## config.mk

```make
export PLATFORM = sky130hd
export DESIGN_NAME = spi_data_shifter
export DESIGN_NICKNAME = d
export VERILOG_FILES = /design/src/rtl/spi_data_shifter.sv
export SDC_FILE = /design/constraint.sdc
export NUM_CORES = 1
export LEC_CHECK = 0
export CAP_MARGIN = 0
export CELL_PAD_IN_SITES_DETAIL_PLACEMENT = 0
export CELL_PAD_IN_SITES_GLOBAL_PLACEMENT = 2
export CORE_MARGIN = 2
export CORE_UTILIZATION = 39
export DETAILED_ROUTE_END_ITERATION = 6
export HOLD_SLACK_MARGIN = 0.08
export PLACE_DENSITY_LB_ADDON = 0.1
export SLEW_MARGIN = 20
export SYNTH_ARGS = -nofsm -noshare
export SYNTH_HDL_FRONTEND = slang
export SYNTH_SLANG_ARGS = --single-unit
export TNS_END_PERCENT = 50
```

## constraint.sdc

```tcl
create_clock -name clk -period 8 [get_ports clk]
set_input_delay 2.4 -clock clk [delete_from_list [all_inputs] [get_ports clk]]
set_output_delay 2.4 -clock clk [all_outputs]
set_load 0.03 [all_outputs]
```

## src/rtl/spi_data_shifter.sv

```systemverilog
// -----------------------------------------------------------------------------
// spi_data_shifter
//   Data path for the SPI slave control block. Holds the BIT_LENGTH shift
//   register, a one-word TX holding buffer and an RX output register, each with
//   a valid/ready handshake. Flags sticky TX underrun and RX overrun.
//
//   Build option: define SPI_DATA_LSB_FIRST_EN to shift LSB first
//   (bit 0 first on the wire). Default build shifts MSB first.
//
// Ports
//   clk, reset        system clock, asynchronous active-high reset
//   ss                slave select (active low, already synchronised)
//   shift_en          1-cycle pulse: shift one bit
//   mosi_bit          received bit from the control block
//   transaction_done  1-cycle pulse: BIT_LENGTH bits received
//   miso_bit          bit to transmit (combinational from the shift register)
//   tx_data/valid/ready   TX word handshake (tx_ready = TX buffer empty)
//   rx_data/valid/ready   RX word handshake
//   status_clr        clears sticky underrun/overrun
//   underrun          sticky: transaction started with no TX word
//   overrun           sticky: received word dropped, RX register still full
// -----------------------------------------------------------------------------
module spi_data_shifter #(
    parameter int unsigned BIT_LENGTH = 32
) (
    input  logic                  clk,
    input  logic                  reset,
    input  logic                  ss,
    input  logic                  shift_en,
    input  logic                  mosi_bit,
    input  logic                  transaction_done,
    output logic                  miso_bit,
    input  logic [BIT_LENGTH-1:0] tx_data,
    input  logic                  tx_valid,
    output logic                  tx_ready,
    output logic [BIT_LENGTH-1:0] rx_data,
    output logic                  rx_valid,
    input  logic                  rx_ready,
    input  logic                  status_clr,
    output logic                  underrun,
    output logic                  overrun
);

    typedef enum logic [1:0] {
        ST_IDLE   = 2'd0,
        ST_ARMED  = 2'd1,
        ST_ACTIVE = 2'd2
    } state_t;

    state_t                r_state;
    state_t                w_state_nxt;
    logic [BIT_LENGTH-1:0] r_shreg;
    logic [BIT_LENGTH-1:0] w_shreg_nxt;
    logic [BIT_LENGTH-1:0] w_shifted;
    logic [BIT_LENGTH-1:0] w_shreg_post;
    logic [BIT_LENGTH-1:0] r_tx_buf;
    logic [BIT_LENGTH-1:0] w_tx_buf_nxt;
    logic                  r_tx_full;
    logic                  w_tx_full_nxt;
    logic [BIT_LENGTH-1:0] r_rx_data;
    logic [BIT_LENGTH-1:0] w_rx_data_nxt;
    logic                  r_rx_valid;
    logic                  w_rx_valid_nxt;
    logic                  r_underrun;
    logic                  r_overrun;
    logic                  w_underrun_set;
    logic                  w_overrun_set;
    logic                  w_capture;
    logic                  w_tx_accept;

    // Wire order of the shift register
`ifdef SPI_DATA_LSB_FIRST_EN
    assign w_shifted = {mosi_bit, r_shreg[BIT_LENGTH-1:1]};
    assign miso_bit  = r_shreg[0];
`else
    assign w_shifted = {r_shreg[BIT_LENGTH-2:0], mosi_bit};
    assign miso_bit  = r_shreg[BIT_LENGTH-1];
`endif

    assign w_tx_accept = tx_valid && !r_tx_full;
    assign tx_ready    = !r_tx_full;
    assign rx_data     = r_rx_data;
    assign rx_valid    = r_rx_valid;
    assign underrun    = r_underrun;
    assign overrun     = r_overrun;

    // Next-state, shift register and TX buffer
    always_comb begin
        w_state_nxt    = r_state;
        w_shreg_nxt    = r_shreg;
        w_shreg_post   = r_shreg;
        w_tx_buf_nxt   = r_tx_buf;
        w_tx_full_nxt  = r_tx_full;
        w_underrun_set = 1'b0;
        w_capture      = 1'b0;

        if (w_tx_accept) begin
            w_tx_buf_nxt  = tx_data;
            w_tx_full_nxt = 1'b1;
        end

        case (r_state)
            ST_IDLE: begin
                if (!ss) begin
                    w_state_nxt = ST_ACTIVE;
                    if (r_tx_full) begin
                        w_shreg_nxt   = r_tx_buf;
                        w_tx_full_nxt = 1'b0;
                    end else if (tx_valid) begin
                        // Bypass: word offered at transaction start goes straight to shreg
                        w_shreg_nxt   = tx_data;
                        w_tx_buf_nxt  = r_tx_buf;
                        w_tx_full_nxt = 1'b0;
                    end else begin
                        w_shreg_nxt    = '0;
                        w_underrun_set = 1'b1;
                    end
                end else if (r_tx_full) begin
                    // Preload so the first MISO bit is ready before ss falls
                    w_shreg_nxt   = r_tx_buf;
                    w_tx_full_nxt = 1'b0;
                    w_state_nxt   = ST_ARMED;
                end
            end
            ST_ARMED: begin
                if (!ss) begin
                    w_state_nxt = ST_ACTIVE;
                end
            end
            ST_ACTIVE: begin
                if (shift_en) begin
                    w_shreg_post = w_shifted;
                end
                if (transaction_done) begin
                    w_capture   = 1'b1;
                    w_shreg_nxt = '0;
                    w_state_nxt = ST_IDLE;
                end else if (ss) begin
                    // Abort: discard partial word, keep tx_buf
                    w_shreg_nxt = '0;
                    w_state_nxt = ST_IDLE;
                end else begin
                    w_shreg_nxt = w_shreg_post;
                end
            end
            default: begin
                w_state_nxt = ST_IDLE;
            end
        endcase
    end

    // RX register and handshake
    always_comb begin
        w_rx_data_nxt  = r_rx_data;
        w_rx_valid_nxt = r_rx_valid;
        w_overrun_set  = 1'b0;

        if (w_capture) begin
            if (!r_rx_valid || rx_ready) begin
                w_rx_data_nxt  = w_shreg_post;
                w_rx_valid_nxt = 1'b1;
            end else begin
                w_overrun_set = 1'b1;
            end
        end else if (r_rx_valid && rx_ready) begin
            w_rx_valid_nxt = 1'b0;
        end
    end

    // State registers; sticky flags favour a set event over status_clr
    always_ff @(posedge clk or posedge reset) begin
        if (reset) begin
            r_state    <= ST_IDLE;
            r_shreg    <= '0;
            r_tx_buf   <= '0;
            r_tx_full  <= 1'b0;
            r_rx_data  <= '0;
            r_rx_valid <= 1'b0;
            r_underrun <= 1'b0;
            r_overrun  <= 1'b0;
        end else begin
            r_state    <= w_state_nxt;
            r_shreg    <= w_shreg_nxt;
            r_tx_buf   <= w_tx_buf_nxt;
            r_tx_full  <= w_tx_full_nxt;
            r_rx_data  <= w_rx_data_nxt;
            r_rx_valid <= w_rx_valid_nxt;
            r_underrun <= w_underrun_set | (r_underrun & ~status_clr);
            r_overrun  <= w_overrun_set | (r_overrun & ~status_clr);
        end
    end

endmodule

```

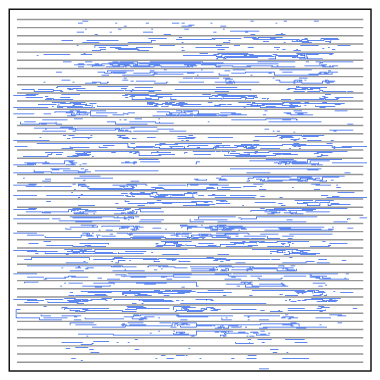
Run 1: metal 1
Drawn at 3 px/um. Supply wires on this layer in gray.
longest straight run: 46.5 um
main direction: horizontal
share of all routed wire: 49%
nets with wire on the layer: 469
met1 Track Usage GR: 0.2642
total via count after detailed routing: 3692
Detailed Route WL: 12650 um

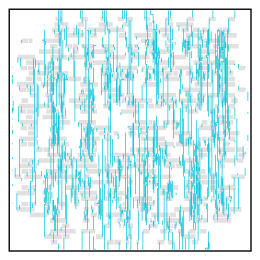
Run 1: M2 wires
Drawn at 2 px/um. Cells faint in the background.
main direction: vertical
wire length on this layer: 5950 um
nets with wire on the layer: 465
GR met2 Demand/Resource: 0.2962

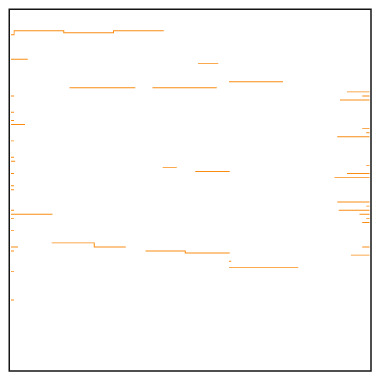
Run 1: the metal 3 layer
Drawn at 3 px/um.
wire length on this layer: 337 um
main direction: horizontal
longest straight run: 22.8 um
nets with wire on the layer: 39
share of all routed wire: 2.7%

==> impl_metrics.json, run 1 <==
{
  "cts_post_setup_buffers_inserted": 0,
  "multiInputCombCellCount": 278,
  "syn-mean-instance-area_um2": 12.23,
  "worst_pin_slew_ns": 0.8552,
  "tritoncts": "yes",
  "mappedNetlistArea_um2": 5259,
  "report.final.slew_viol_count": 0,
  "comb-cell-share": 0.3858,
  "detailedPlacementHpwl_um": 7676,
  "grt_use_total": 0.1897,
  "syn_inst": 430,
  "worst_ep_required_time_ns": 8.24,
  "cp-end-kind": "flop",
  "setup_tns_final_ns": 0,
  "comb_area_um2": 2489,
  "hold_path.class": "reg -> reg",
  "r2r_slack_ns": 5.34,
  "worst_setup_hold_path_clk_slew_ns": 0.07,
  "layout_worst_path_cycle_share": 0.5578,
  "well_tap_count": 176,
  "timing.clock.skew_ns": 0.005779,
  "log.warning_count": 26,
  "dominant_cells": "sequential cells",
  "remaining_overflow_grt": 0,
  "path_class": "in -> reg",
  "yosysTopAreaCellShare": 0.4854,
  "ys_top_cells_by_count": "102 x sky130_fd_sc_hd__dfrtp_1, 77 x sky130_fd_sc_hd__mux2_2, 33 x sky130_fd_sc_hd__o21a_1, 33 x sky130_fd_sc_hd__o21ai_0",
  "avgRoutedWirePerCell_um": 19.08,
  "remaining_drc_errors": 0,
  "regArea_um2": 2554,
  "period_needed_ns": 4.463,
  "seq_area_frac_synth": 0.4854,
  "max-clock-path-buffers": 2,
  "non_clock_buffer_count": 87,
  "area_growth_pct": 22.67,
  "antennaDiodeCount": 0,
  "cp_max_fo": 70,
  "inverters": 4,
  "max_capacitance_violation_total": 0,
  "initial_antenna_violation_count": 0,
  "routabilityCongestion": 0.7058,
  "antenna_violating_nets_post_route": 0,
  "placeableCoreArea_um2": 13190,
  "worst_path_max_delay_cell": "sky130_fd_sc_hd__nor3b_4",
  "wire_length_of_the_first_global_routing_pass_um": 21160,
  "setup_viol": 0,
  "critical_path_arrival_ns": 4.70,
  "viasPerCell": 5.569,
  "most_common_cell": "sky130_fd_sc_hd__dfrtp_1",
  "ys_cells": 430,
  "seq_share": 0.3958,
  "cts_num_sinks": 102,
  "die_area_um2": 14430,
  "final_clock_cell_share": 0.05198,
  "io_buffers": 77,
  "cp_slowest_stage_delay_ns": 0.72,
  "count_of_library_flops_with_an_enable_pin": 0,
  "numSynthFlops": 102,
  "detailedRoute.firstPassIterationCount": 4,
  "power.density_nw_per_um2": 330.5,
  "asyncSetResetFlopFracSynth": 1.000,
  "worst_path_most_repeated_cell": "sky130_fd_sc_hd__buf_4",
  "status": "complete, no violations",
  "top_area_cell": "sky130_fd_sc_hd__dfrtp_1",
  "ir_worst_vdd_mv": 0.2349,
  "grt_max_degree": 71,
  "crit_chain": "buf_2, buf_4, nor3_2, nor3b_4, buf_4, mux2_2",
  "slew_headroom": 0.4299,
  "post_synth_main_area_contributors": "sky130_fd_sc_hd__dfrtp_1 49%, sky130_fd_sc_hd__mux2_2 16%, sky130_fd_sc_hd__nor4bb_1 6.1%, sky130_fd_sc_hd__a2bb2oi_1 5.3%, sky130_fd_sc_hd__o21a_1 4.7%",
  "width_of_the_chip_um": 120.1,
  "pin_count": 78,
  "skew_pair_late_insertion_delay_ns": 0.35,
  "postCtsResizedCells": 0,
  "postSynthNetCount": 471,
  "filler_cell_count": 1202,
  "cts-hold-fix-buffers": 0,
  "drive_above_1_share": 0.2300,
  "grt_setup_unrepaired": "no",
  "vertical_extent_of_the_die_um": 120.1,
  "power.leakage_nw": 2.568,
  "seq_cells": 102,
  "cts.root.buffer_cell": "sky130_fd_sc_hd__clkbuf_16",
  "fp_util": 0.3987,
  "layout.nonclk_buf_frac": 0.1296,
  "final.clkbuf_count": 13,
  "numCtsBuffers": 9,
  "preCtsSetupSlack_ns": 2.618,
  "synth.yosys.chip_area_um2": 5259,
  "ctsHtreeMaxLevel": 3,
  "crit_path_start_kind": "primary input",
  "grt_pass1_vias": 3842,
  "dr.first_iter.drc_count": 212,
  "final_critical_path_setup_slack_ns": 3.537,
  "rows": 42,
  "hold_violations": 0,
  "synthesis.yosys.warnings": 0,
  "synth_top_flop_cell": "sky130_fd_sc_hd__dfrtp_1",
  "synth.distinct_cells": 25,
  "finish.net_count": 523,
  "upper_clock_frequency_limit_mhz": 224.1
}
-- run 1: where the power goes --
group          leakage, nW  internal (W)  total (W)  switching, W
Combinational         1.18      0.000417   0.000819      0.000402
Clock                0.166      0.000300   0.000491      0.000191
Sequential            1.23      0.000707   0.000822      0.000115
Total                 2.57       0.00142    0.00213      0.000708
-- run 1: kinds of logic (layout without fill, tap and decap cells) --
kind of cell           after synthesis  in the layout  share of synthesized area
AND-OR/OR-AND                      132            132                     0.1796
flip-flops                         102            102                     0.4854
multiplexers                        96             96                     0.2056
AND/OR/NAND/NOR                     50             50                    0.08304
buffers and inverters               50            107                    0.04639
-- run 1: worst paths after layout --
| kind | startpoint | to | depth (start not counted) |
|---|---|---|---|
| setup / recovery | ss | r_tx_buf[8]$_DFFE_PP0P_ | 6 |
| hold reg to reg | rx_data[19]$_DFFE_PP0P_ | rx_data[19]$_DFFE_PP0P_ | 1 |
| hold / removal | rx_data[19]$_DFFE_PP0P_ | rx_data[19]$_DFFE_PP0P_ | 1 |
| setup reg to reg | r_state[0]$_DFFE_PP0P_ | r_tx_buf[8]$_DFFE_PP0P_ | 4 |
| min in group asynchronous | reset | rx_data[1]$_DFFE_PP0P_ | 2 |
| max in group asynchronous | reset | r_tx_full$_DFF_PP0_ | 3 |
-- run 1: flip-flops by register name, indices dropped and copies added, names as in the netlist --
signal,cells
overrun,1
r_shreg,32
r_state,2
r_tx_buf,32
r_tx_full,1
rx_data,32
rx_valid,1
underrun,1
-- run 1: stage by stage --
stage          instance area, um^2  instances    util  power (W)  hold WS (ns)
6_report                      6451        663  0.4891   0.002132        0.4862
5_1_grt                       6451        663  0.4891   0.002263        0.5000
4_1_cts                       6456        663  0.4895   0.002160        0.4912
3_5_place_dp                  6121        647  0.4640   0.001658        0.4751
3_3_place_gp                  6118        647  0.4639   0.001642        0.4672
2_1_floorplan                 5259        430       -   0.001366        0.4586
-- run 1: layout by cell type (no fill, tap or decap), types with 2 or more instances in the layout --
master                              n
sky130_fd_sc_hd__clkbuf_16          9
sky130_fd_sc_hd__o21ai_0           33
sky130_fd_sc_hd__nor2_1             4
sky130_fd_sc_hd__mux2_2            77
sky130_fd_sc_hd__mux2_1            19
sky130_fd_sc_hd__buf_2              2
sky130_fd_sc_hd__o21a_1            33
sky130_fd_sc_hd__dfrtp_1          101
sky130_fd_sc_hd__a211oi_1          32
sky130_fd_sc_hd__clkdlybuf4s50_1   75
sky130_fd_sc_hd__clkbuf_8           3
sky130_fd_sc_hd__nor3b_4            2
sky130_fd_sc_hd__a2bb2oi_1         32
sky130_fd_sc_hd__bufinv_16          2
sky130_fd_sc_hd__inv_1              3
sky130_fd_sc_hd__nor4bb_1          32
sky130_fd_sc_hd__nand2_1            4
sky130_fd_sc_hd__buf_4             10
-- run 1: critical path: cells and delay by family --
kind	cells	cell delay, ns
mux	1	0.37
buf+inv	3	1.05
simple gates	2	0.86
-- run 1: layer usage --
layer  vias up  track usage  share of wire
met4         0      0.04559         0.0085
met5         -            0              0
li1       1741            -              -
met1      1893       0.2642           0.49
met2        51       0.2962           0.47
met3         7      0.04895          0.027
==> inputs of run 2 (changes only) <==
--- a/config.mk
+++ b/config.mk
@@ -9,7 +9,7 @@
 export CELL_PAD_IN_SITES_DETAIL_PLACEMENT = 0
 export CELL_PAD_IN_SITES_GLOBAL_PLACEMENT = 2
 export CORE_MARGIN = 2
-export CORE_UTILIZATION = 39
+export CORE_UTILIZATION = 33
 export DETAILED_ROUTE_END_ITERATION = 6
 export HOLD_SLACK_MARGIN = 0.08
 export PLACE_DENSITY_LB_ADDON = 0.1
==> constraint.sdc (replaced) <==
create_clock -name clk -period 3.59 [get_ports clk]
set_input_delay 1.077 -clock clk [delete_from_list [all_inputs] [get_ports clk]]
set_output_delay 1.077 -clock clk [all_outputs]
set_load 0.03 [all_outputs]
==> run 2 against run 1 <==
  * Worst setup slack lost 2.5 ns
  * Routed wire length grew 10%
  * Highest routed layer unchanged
  * Utilization shrank 7.4 points
  * Sequential power grew 120%
==> impl_metrics.json, run 2 <==
{
  "status": "complete, no violations",
  "asyncSetResetFlopFracSynth": 1.000,
  "numCtsBuffers": 9,
  "postSynthNetCount": 471,
  "timing.clock.skew_ns": 0.007699,
  "synth_adder_area_share": 0,
  "hold_violations": 0,
  "tritoncts": "yes",
  "worst_setup_hold_path_clk_slew_ns": 0.07,
  "width_of_the_chip_um": 130.2,
  "power.leakage_nw": 2.579,
  "avgRoutedWirePerCell_um": 19.66,
  "top_area_cell": "sky130_fd_sc_hd__dfrtp_1",
  "most_common_cell": "sky130_fd_sc_hd__dfrtp_1",
  "placeableCoreArea_um2": 15710,
  "finish.net_count": 529,
  "setup_viol": 0,
  "upper_clock_frequency_limit_mhz": 391.6,
  "grt_setup_unrepaired": "no",
  "max_capacitance_violation_total": 0,
  "seq_area_frac_synth": 0.4854,
  "synth.distinct_cells": 25,
  "viasPerCell": 5.343,
  "cts.root.buffer_cell": "sky130_fd_sc_hd__clkbuf_16",
  "post_synth_main_area_contributors": "sky130_fd_sc_hd__dfrtp_1 49%, sky130_fd_sc_hd__mux2_2 16%, sky130_fd_sc_hd__nor4bb_1 6.1%, sky130_fd_sc_hd__a2bb2oi_1 5.3%, sky130_fd_sc_hd__o21a_1 4.7%",
  "remaining_overflow_grt": 0,
  "compound_gate_portion_of_the_synthesized_area": 0.1796,
  "cp_num_buf_inv": 2,
  "critical_path.top_delay_family": "buffers and inverters",
  "syn_inst": 430,
  "remaining_drc_errors": 0,
  "vertical_extent_of_the_die_um": 130.2,
  "timing.critical_path.depth": 2,
  "skew_pair_late_insertion_delay_ns": 0.35,
  "synthesis.yosys.warnings": 0,
  "cts-hold-fix-buffers": 0,
  "ys_top_logic_family": "multiplexers",
  "cp_slowest_stage_delay_ns": 0.66,
  "synth.cellmix.xorXnorShare": 0,
  "pin_count": 78,
  "mappedNetlistArea_um2": 5259,
  "antennaDiodeCount": 0,
  "power.density_nw_per_um2": 715.4,
  "routabilityCongestion": 0.7173,
  "die_area_um2": 16960,
  "yosysTopAreaCellShare": 0.4854,
  "period_needed_ns": 2.554,
  "layout_worst_path_cycle_share": 0.7114,
  "fp_util": 0.3347,
  "ys_cells": 430,
  "crit_chain": "inv_1, clkdlybuf4s50_1",
  "layout_top_cell_excl_fill_tap": "sky130_fd_sc_hd__dfrtp_1",
  "hold_path.class": "reg -> reg",
  "power_w": 0.004666,
  "postCtsResizedCells": 0,
  "worst_path_max_delay_cell": "sky130_fd_sc_hd__clkdlybuf4s50_1",
  "cts_num_sinks": 102,
  "log.warning_count": 26,
  "cp_max_fo": 2,
  "ys_top_cells_by_count": "102 x sky130_fd_sc_hd__dfrtp_1, 77 x sky130_fd_sc_hd__mux2_2, 33 x sky130_fd_sc_hd__o21a_1, 33 x sky130_fd_sc_hd__o21ai_0",
  "report.final.slew_viol_count": 0,
  "setup_tns_final_ns": 0,
  "synth.yosys.chip_area_um2": 5259,
  "ir_worst_vdd_mv": 0.3762,
  "drive_above_1_share": 0.2333,
  "grt_pass1_vias": 3923,
  "io_buffers": 77,
  "dr.first_iter.drc_count": 215,
  "detailedPlacementHpwl_um": 8265,
  "antenna_violating_nets_post_route": 0,
  "ctsHtreeMaxLevel": 3,
  "worst-r2r-cell-count": 5,
  "syn-mean-instance-area_um2": 12.23,
  "count_of_library_flops_with_an_enable_pin": 0,
  "detailedRoute.firstPassIterationCount": 4,
  "crit_path_start_kind": "flop",
  "worst_pin_slew_ns": 0.7588,
  "worst_ep_required_time_ns": 2.51,
  "post_synth_mux_area_share": 0.2056,
  "path_class": "reg -> out",
  "slew_headroom": 0.4941,
  "area_growth_pct": 24.03,
  "numSynthFlops": 102,
  "grt_use_total": 0.1722,
  "layout_top_cells_excl_fill_tap": "101 x sky130_fd_sc_hd__dfrtp_1, 77 x sky130_fd_sc_hd__mux2_2, 76 x sky130_fd_sc_hd__clkdlybuf4s50_1, 33 x sky130_fd_sc_hd__o21a_1, 33 x sky130_fd_sc_hd__o21ai_0"
}
## run 2: cell types whose count changed in the layout (fill, tap and decap cells not counted), sizes merged
cell and delta:
buf +5, bufinv -1, clkbuf -2, clkdlybuf4s50 +1
clkinv +3, clkinvlp +1, inv -1
## run 2: path summary, 6_finish.rpt
check                                                end  slack, ns                      from
worst min register to register  r_tx_buf[27]$_DFFE_PP0P_       0.49  r_tx_buf[27]$_DFFE_PP0P_
worst max register to register   r_shreg[25]$_DFFE_PP0P_       1.48       r_tx_full$_DFF_PP0_
max in group asynchronous        r_shreg[28]$_DFFE_PP0P_       1.78                     reset
worst min-delay path            r_tx_buf[27]$_DFFE_PP0P_       0.49  r_tx_buf[27]$_DFFE_PP0P_
worst max-delay path                            tx_ready       1.04       r_tx_full$_DFF_PP0_
min in group asynchronous       r_tx_buf[14]$_DFFE_PP0P_       1.17                     reset
## run 2: cell type report
type	count	area, um^2
repair buffers	93	910.9
inverters	4	18.77
well taps	216	270.3
clock inverters	5	50.05
fillers	1518	9190
flip-flops and latches	102	2554
clock buffers	11	232.7
multi-input cells	278	2486
## run 2: logic make-up (layout without fill, tap and decap cells)
kind of cell           count (synthesis)  count (layout)
AND-OR/OR-AND                        132             132
AND/OR/NAND/NOR                       50              50
multiplexers                          96              96
flip-flops                           102             102
buffers and inverters                 50             113
## run 2: per-layer routing
layer,global-route usage,share of wire
met2,0.2756,0.47
met5,0,0
met4,0.07211,0.023
met3,0.02337,0.023
met1,0.2355,0.48
## run 2: report_power, final
| part | total, W | internal (W) | switching, W | leakage, nW |
|---|---|---|---|---|
| Combinational | 0.00185 | 0.000940 | 0.000915 | 1.21 |
| Clock | 0.000968 | 0.000537 | 0.000431 | 0.143 |
| Sequential | 0.00184 | 0.00158 | 0.000268 | 1.23 |
## run 2: stage by stage
| step | cell area, um^2 | hold slack [ns] | setup slack (ns) | instances |
|---|---|---|---|---|
| final | 6523 | 0.4906 | 1.036 | 709 |
| after global routing | 6523 | 0.5096 | 0.9918 | 709 |
| after CTS | 6523 | 0.4947 | 1.013 | 709 |
| after detailed placement | 6240 | 0.4751 | 0.7350 | 693 |
| after global placement | 6240 | 0.4675 | 0.7409 | 693 |
| after floorplan | 5263 | 0.4586 | 1.295 | 430 |
## run 2: worst register-to-register path: cells and delay by family (launching register included)
kind | cells | cell delay [ns]
and+or+nand+nor | 2 | 0.58
DFF | 1 | 0.36
AOI/OAI and AO/OA | 1 | 0.18
buffers and inverters | 2 | 0.92
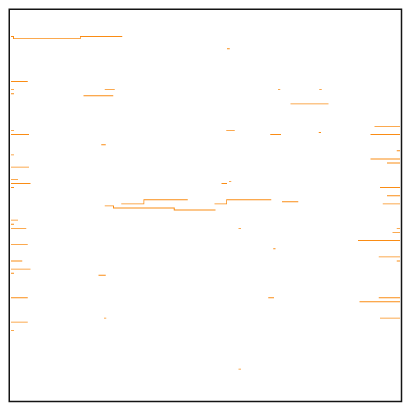
Run 2: the metal 3 layer
Drawn at 3 px/um.
share of all routed wire: 2.3%
wire length on this layer: 325 um
total via count after detailed routing: 3788
Global Route met3 Usage: 0.02337
Detailed Route WL: 13940 um

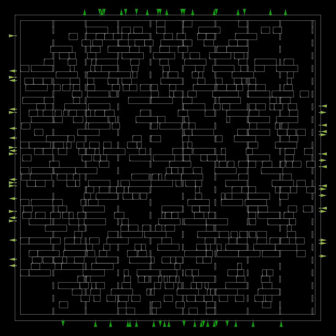
Run 2: placed standard cells
flop count: 102
number of fill cells: 1518
Placement Rows: 46
number of cells in the finished layout apart from fillers: 709
Util after Layout: 0.4151

Power figures rest on the tool's default switching activity, not on a simulated workload.
